### src/rtl/beeper_pkg.sv
// Beeper constants: 5-bit tone codes, 12 MHz PWM period table, note ROM entry layout.
// Pure definitions; no timing or flow control.
package beeper_pkg;

    localparam logic [4:0] REST = 5'd0;
    localparam logic [4:0] L1 = 5'd1,  L2 = 5'd2,  L3 = 5'd3,  L4 = 5'd4,  L5 = 5'd5,  L6 = 5'd6,  L7 = 5'd7;
    localparam logic [4:0] M1 = 5'd8,  M2 = 5'd9,  M3 = 5'd10, M4 = 5'd11, M5 = 5'd12, M6 = 5'd13, M7 = 5'd14;
    localparam logic [4:0] H1 = 5'd15, H2 = 5'd16, H3 = 5'd17, H4 = 5'd18, H5 = 5'd19, H6 = 5'd20, H7 = 5'd21;

    localparam int ENTRY_W   = 9;
    localparam int TONE_MSB  = 8;
    localparam int TONE_LSB  = 4;
    localparam int BEATS_MSB = 3;
    localparam int BEATS_LSB = 0;
    localparam logic [3:0] END_BEATS = 4'd0;

    typedef enum logic [2:0] {IDLE, FETCH, LOAD, PLAY, GAP} state_t;

    // Just-intonation scale anchored on mid do = 22944 clocks; codes 22..31 play as rest.
    localparam logic [15:0] TONE_CYCLE [32] = '{
        16'd0,
        16'd45888, 16'd40789, 16'd36710, 16'd34416, 16'd30592, 16'd27533, 16'd24474,
        16'd22944, 16'd20395, 16'd18355, 16'd17208, 16'd15296, 16'd13766, 16'd12237,
        16'd11472, 16'd10197, 16'd9178,  16'd8604,  16'd7648,  16'd6883,  16'd6118,
        16'd0, 16'd0, 16'd0, 16'd0, 16'd0, 16'd0, 16'd0, 16'd0, 16'd0, 16'd0
    };

endpackage

### src/rtl/melody_rom.sv
// Note ROM, 2**ADDR_W x 9, contents given by INIT (image of the song init file).
// One-clock synchronous read; always ready, no backpressure.
module melody_rom
    import beeper_pkg::*;
#(
    parameter int                               ADDR_W = 6,
    parameter logic [ENTRY_W*(2**ADDR_W)-1:0]   INIT   = '0
) (
    input  logic               clk,
    input  logic [ADDR_W-1:0]  i_addr,
    output logic [ENTRY_W-1:0] o_dat
);

    logic [ENTRY_W-1:0] w_mem [2**ADDR_W];
    logic [ENTRY_W-1:0] r_dat;

    for (genvar g = 0; g < 2**ADDR_W; g++) begin : g_img
        assign w_mem[g] = INIT[g*ENTRY_W +: ENTRY_W];
    end

    always_ff @(posedge clk) begin
        r_dat <= w_mem[i_addr];
    end

    assign o_dat = r_dat;

endmodule

### src/rtl/melody_player.sv
// Melody sequencer driving the PWM period word from the note ROM; MELODY_LOOP_EN repeats the song.
// First tone 2 clocks after start is sampled, all outputs registered; stop aborts on the next clock.
module melody_player
    import beeper_pkg::*;
#(
    parameter int                             BEAT_CYCLES = 3_000_000,
    parameter int                             GAP_CYCLES  = 120_000,
    parameter int                             ADDR_W      = 6,
    parameter logic [ENTRY_W*(2**ADDR_W)-1:0] ROM_INIT    = '0
) (
    input  logic              clk,
    input  logic              rst_n,
    input  logic              start,
    input  logic              stop,
    output logic [15:0]       cycle,
    output logic              busy,
    output logic              done,
    output logic [ADDR_W-1:0] note_addr
);

    localparam int TMR_W = $clog2(15 * BEAT_CYCLES);
    localparam logic [TMR_W-1:0] BEAT_X1  = TMR_W'(BEAT_CYCLES);
    localparam logic [TMR_W-1:0] BEAT_X2  = BEAT_X1 << 1;
    localparam logic [TMR_W-1:0] BEAT_X4  = BEAT_X1 << 2;
    localparam logic [TMR_W-1:0] BEAT_X8  = BEAT_X1 << 3;
    localparam logic [TMR_W-1:0] GAP_LOAD = TMR_W'(GAP_CYCLES - 1);

    state_t              r_state, w_state_nxt;
    logic [TMR_W-1:0]    r_tmr, w_tmr_nxt;
    logic [ADDR_W-1:0]   r_addr, w_addr_nxt;
    logic [15:0]         r_cycle, w_cycle_nxt;
    logic                r_busy, w_busy_nxt;
    logic                r_done, w_done_nxt;
    logic                w_eos;
    logic [ENTRY_W-1:0]  w_rom_dat;
    logic [4:0]          w_tone;
    logic [3:0]          w_beats;
    logic [TMR_W-1:0]    w_play_len;
    logic                w_last_addr;

    melody_rom #(
        .ADDR_W (ADDR_W),
        .INIT   (ROM_INIT)
    ) u_rom (
        .clk    (clk),
        .i_addr (r_addr),
        .o_dat  (w_rom_dat)
    );

    assign w_tone      = w_rom_dat[TONE_MSB:TONE_LSB];
    assign w_beats     = w_rom_dat[BEATS_MSB:BEATS_LSB];
    assign w_last_addr = (r_addr == {ADDR_W{1'b1}});

    // beats * BEAT_CYCLES - 1 built from pre-shifted constants, so no runtime multiplier.
    assign w_play_len = (w_beats[0] ? BEAT_X1 : '0) + (w_beats[1] ? BEAT_X2 : '0)
                      + (w_beats[2] ? BEAT_X4 : '0) + (w_beats[3] ? BEAT_X8 : '0)
                      - TMR_W'(1);

    always_comb begin
        w_state_nxt = r_state;
        w_tmr_nxt   = r_tmr;
        w_addr_nxt  = r_addr;
        w_cycle_nxt = r_cycle;
        w_busy_nxt  = r_busy;
        w_done_nxt  = 1'b0;
        w_eos       = 1'b0;
        case (r_state)
            IDLE: begin
                w_cycle_nxt = '0;
                w_busy_nxt  = 1'b0;
                if (start) begin
                    w_addr_nxt  = '0;
                    w_busy_nxt  = 1'b1;
                    w_state_nxt = FETCH;
                end
            end
            FETCH: w_state_nxt = LOAD;
            LOAD: begin
                if (w_beats == END_BEATS) begin
                    w_eos = 1'b1;
                end else begin
                    w_tmr_nxt   = w_play_len;
                    w_cycle_nxt = TONE_CYCLE[w_tone];
                    w_state_nxt = PLAY;
                end
            end
            PLAY: begin
                if (r_tmr == '0) begin
                    w_cycle_nxt = '0;
                    w_tmr_nxt   = GAP_LOAD;
                    w_state_nxt = GAP;
                end else begin
                    w_tmr_nxt = r_tmr - TMR_W'(1);
                end
            end
            GAP: begin
                if (r_tmr != '0) begin
                    w_tmr_nxt = r_tmr - TMR_W'(1);
                end else if (w_last_addr) begin
                    w_eos = 1'b1;
                end else begin
                    w_addr_nxt  = r_addr + ADDR_W'(1);
                    w_state_nxt = FETCH;
                end
            end
            default: w_state_nxt = IDLE;
        endcase

        if (w_eos) begin
            w_done_nxt  = 1'b1;
            w_cycle_nxt = '0;
`ifdef MELODY_LOOP_EN
            w_addr_nxt  = '0;
            w_state_nxt = FETCH;
`else
            w_busy_nxt  = 1'b0;
            w_state_nxt = IDLE;
`endif
        end

        if (stop) begin
            w_state_nxt = IDLE;
            w_tmr_nxt   = '0;
            w_cycle_nxt = '0;
            w_busy_nxt  = 1'b0;
            w_done_nxt  = 1'b0;
        end
    end

    always_ff @(posedge clk or negedge rst_n) begin
        if (!rst_n) begin
            r_state <= IDLE;
            r_tmr   <= '0;
            r_addr  <= '0;
            r_cycle <= '0;
            r_busy  <= 1'b0;
            r_done  <= 1'b0;
        end else begin
            r_state <= w_state_nxt;
            r_tmr   <= w_tmr_nxt;
            r_addr  <= w_addr_nxt;
            r_cycle <= w_cycle_nxt;
            r_busy  <= w_busy_nxt;
            r_done  <= w_done_nxt;
        end
    end

    assign cycle     = r_cycle;
    assign busy      = r_busy;
    assign done      = r_done;
    assign note_addr = r_addr;

endmodule

### config.mk
export PLATFORM = sky130hd
export DESIGN_NAME = melody_player
export DESIGN_NICKNAME = d
export VERILOG_FILES = /design/src/rtl/beeper_pkg.sv /design/src/rtl/melody_rom.sv /design/src/rtl/melody_player.sv
export SDC_FILE = /design/constraint.sdc
export NUM_CORES = 1
export LEC_CHECK = 0
export CORE_UTILIZATION = 60
export DETAILED_ROUTE_END_ITERATION = 12
export PLACE_DENSITY = 0.85
export SLEW_MARGIN = 20
export SYNTH_ARGS = -nofsm -noshare
export SYNTH_HDL_FRONTEND = slang
export SYNTH_SLANG_ARGS = --single-unit
### constraint.sdc
create_clock -name clk -period 4.5 [get_ports clk]
set_input_delay 0.675 -clock clk [delete_from_list [all_inputs] [get_ports clk]]
set_output_delay 0.675 -clock clk [all_outputs]
set_load 0.01 [all_outputs]
Met2 routing:
Scale: 6 px per um. Cells faint in the background.
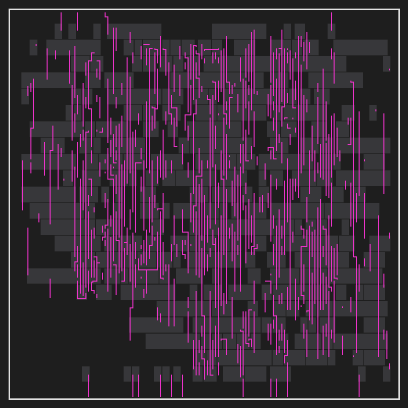
- wire length on this layer: 2390 um
- share of all routed wire: 47%
- longest straight run: 29.1 um
- nets with wire on the layer: 231
- main direction: vertical

Clock distribution:
Scale: 10 px per um.
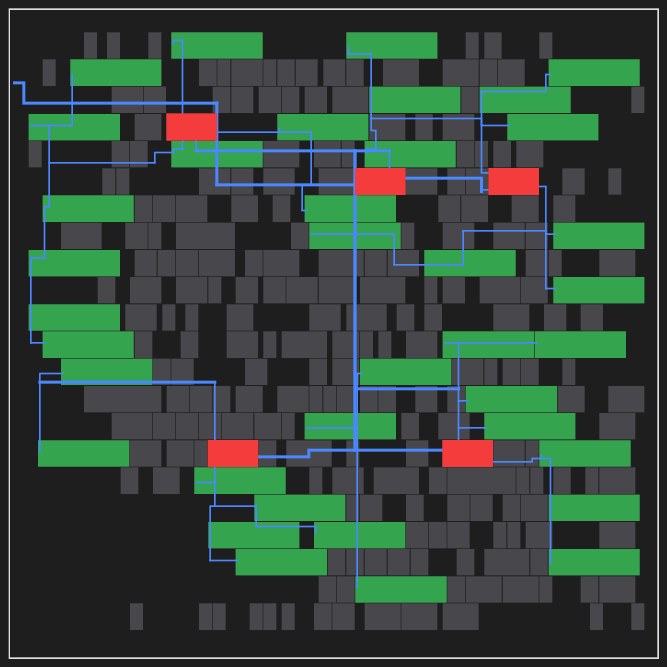
- clock wires: blue (length 466 um)
- clock-net drivers: red (count 5)
- flip-flops: green (count 37)
- flops lie: widely spread
- routed clock nets: 6

Placed cells, one colour a class:
Scale: 6 px per um. Fill, decap, tap and diode cells in grey.
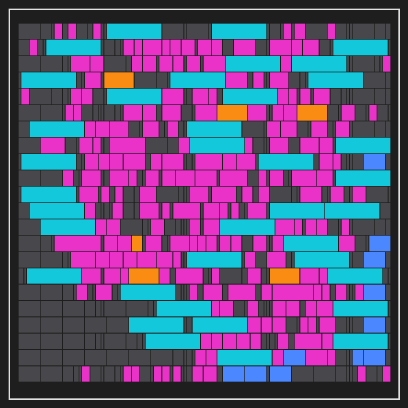
- sequential cells: cyan (cells 37; share of their area 38%)
- clock drivers and dummy loads: orange (cells 6; share of their area 3.1%)
- remaining buffers and delay cells: blue (cells 11; share of their area 4.4%)
- remaining logic cells: magenta (cells 204; share of their area 54%)
share of the final layout cell area in sequential cells: 0.374
Util after Layout: 0.666
placeable core region: 3720 sq um
count of standard-cell rows: 22

Pin map:
Scale: 4 px per um. Pins as bars across the die edge, other pins in grey.
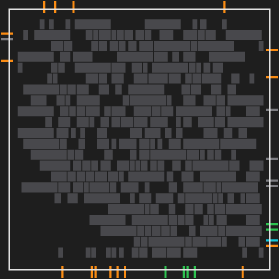
- `cycle`: orange (pins 16; direction output; edge 7 south, 4 north, 3 east, 2 west)
- `rst_n`: cyan (pins 1; direction input; edge east)
- `note_addr`: green (pins 6; direction output; edge 4 south, 2 east)
- all pins by edge: 11 south, 10 east, 4 north, 3 west

Clock wiring as the flow saved it:
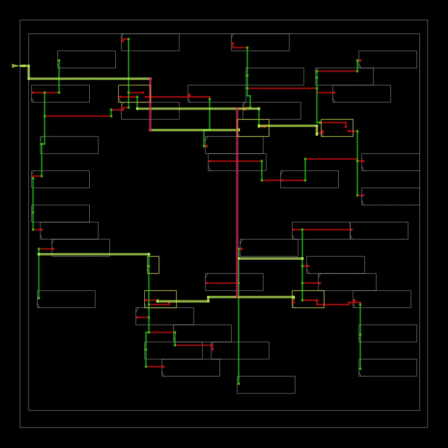
clock group total power: 0.216 mW
number of buffers inserted during clock tree synthesis: 5
Clock Sinks: 37
CLK BUF: 5

==> impl_metrics.tcl <==
# yosys + openroad results
set metrics [dict create \
    run_status "complete, no violations" \
    power.ir.vdd_worst_mv 0.180 \
    holdWs_ns 0.484 \
    grt_pass1_vias 1748 \
    topCellsByArea "sky130_fd_sc_hd__dfrtp_1 39%, sky130_fd_sc_hd__buf_4 5.4%, sky130_fd_sc_hd__o21ai_0 3.6%" \
    globalRoute.totalOverflow 0 \
    netlist_top_cells_count "37 x sky130_fd_sc_hd__dfrtp_1, 17 x sky130_fd_sc_hd__buf_4, 17 x sky130_fd_sc_hd__o21ai_0" \
    fp.dieW_um 64.7 \
    cts.repair_timing.setup_buffer_count 0 \
    setup_violations 0 \
    post_route_cells_drive_above_1_share 0.0930 \
    worst_path_dominant_cell_family "simple AND/OR/NAND/NOR gates" \
    final_nets 266 \
    synthTopLogicFamily "simple AND/OR/NAND/NOR gates" \
    seq_cell_power_mw 0.357 \
    worst_path_max_delay_cell "sky130_fd_sc_hd__nor2_1" \
    first_pass_drt_iterations 5 \
    most_common_cell "sky130_fd_sc_hd__dfrtp_1" \
    comb-power_mw 0.216 \
    cell_depth_of_the_worst_setup_path 5 \
    reg2reg_to "r_tmr[4]$_DFFE_PN0P_" \
    crit_chain "nor4_1 > nand3_1 > nor2_1 > nand2_1 > a31oi_1" \
    dominant_power_group "registers" \
    cts-htree-levels 2 \
    layout.non_clock_inverters 11 \
    cts_tree "yes" \
    post_drt_via_cell_ratio 6.54 \
    dp_hpwl_um 3460 \
    bufAreaShareNonClock 0.0424 \
    routing_usage_on_met3 0.0722 \
    clkPwrFrac 0.274 \
    layout.cells.most_common_list "37 x sky130_fd_sc_hd__dfrtp_1, 17 x sky130_fd_sc_hd__o21ai_0, 16 x sky130_fd_sc_hd__conb_1" \
]
Power figures rest on the tool's default switching activity, not on a simulated workload.
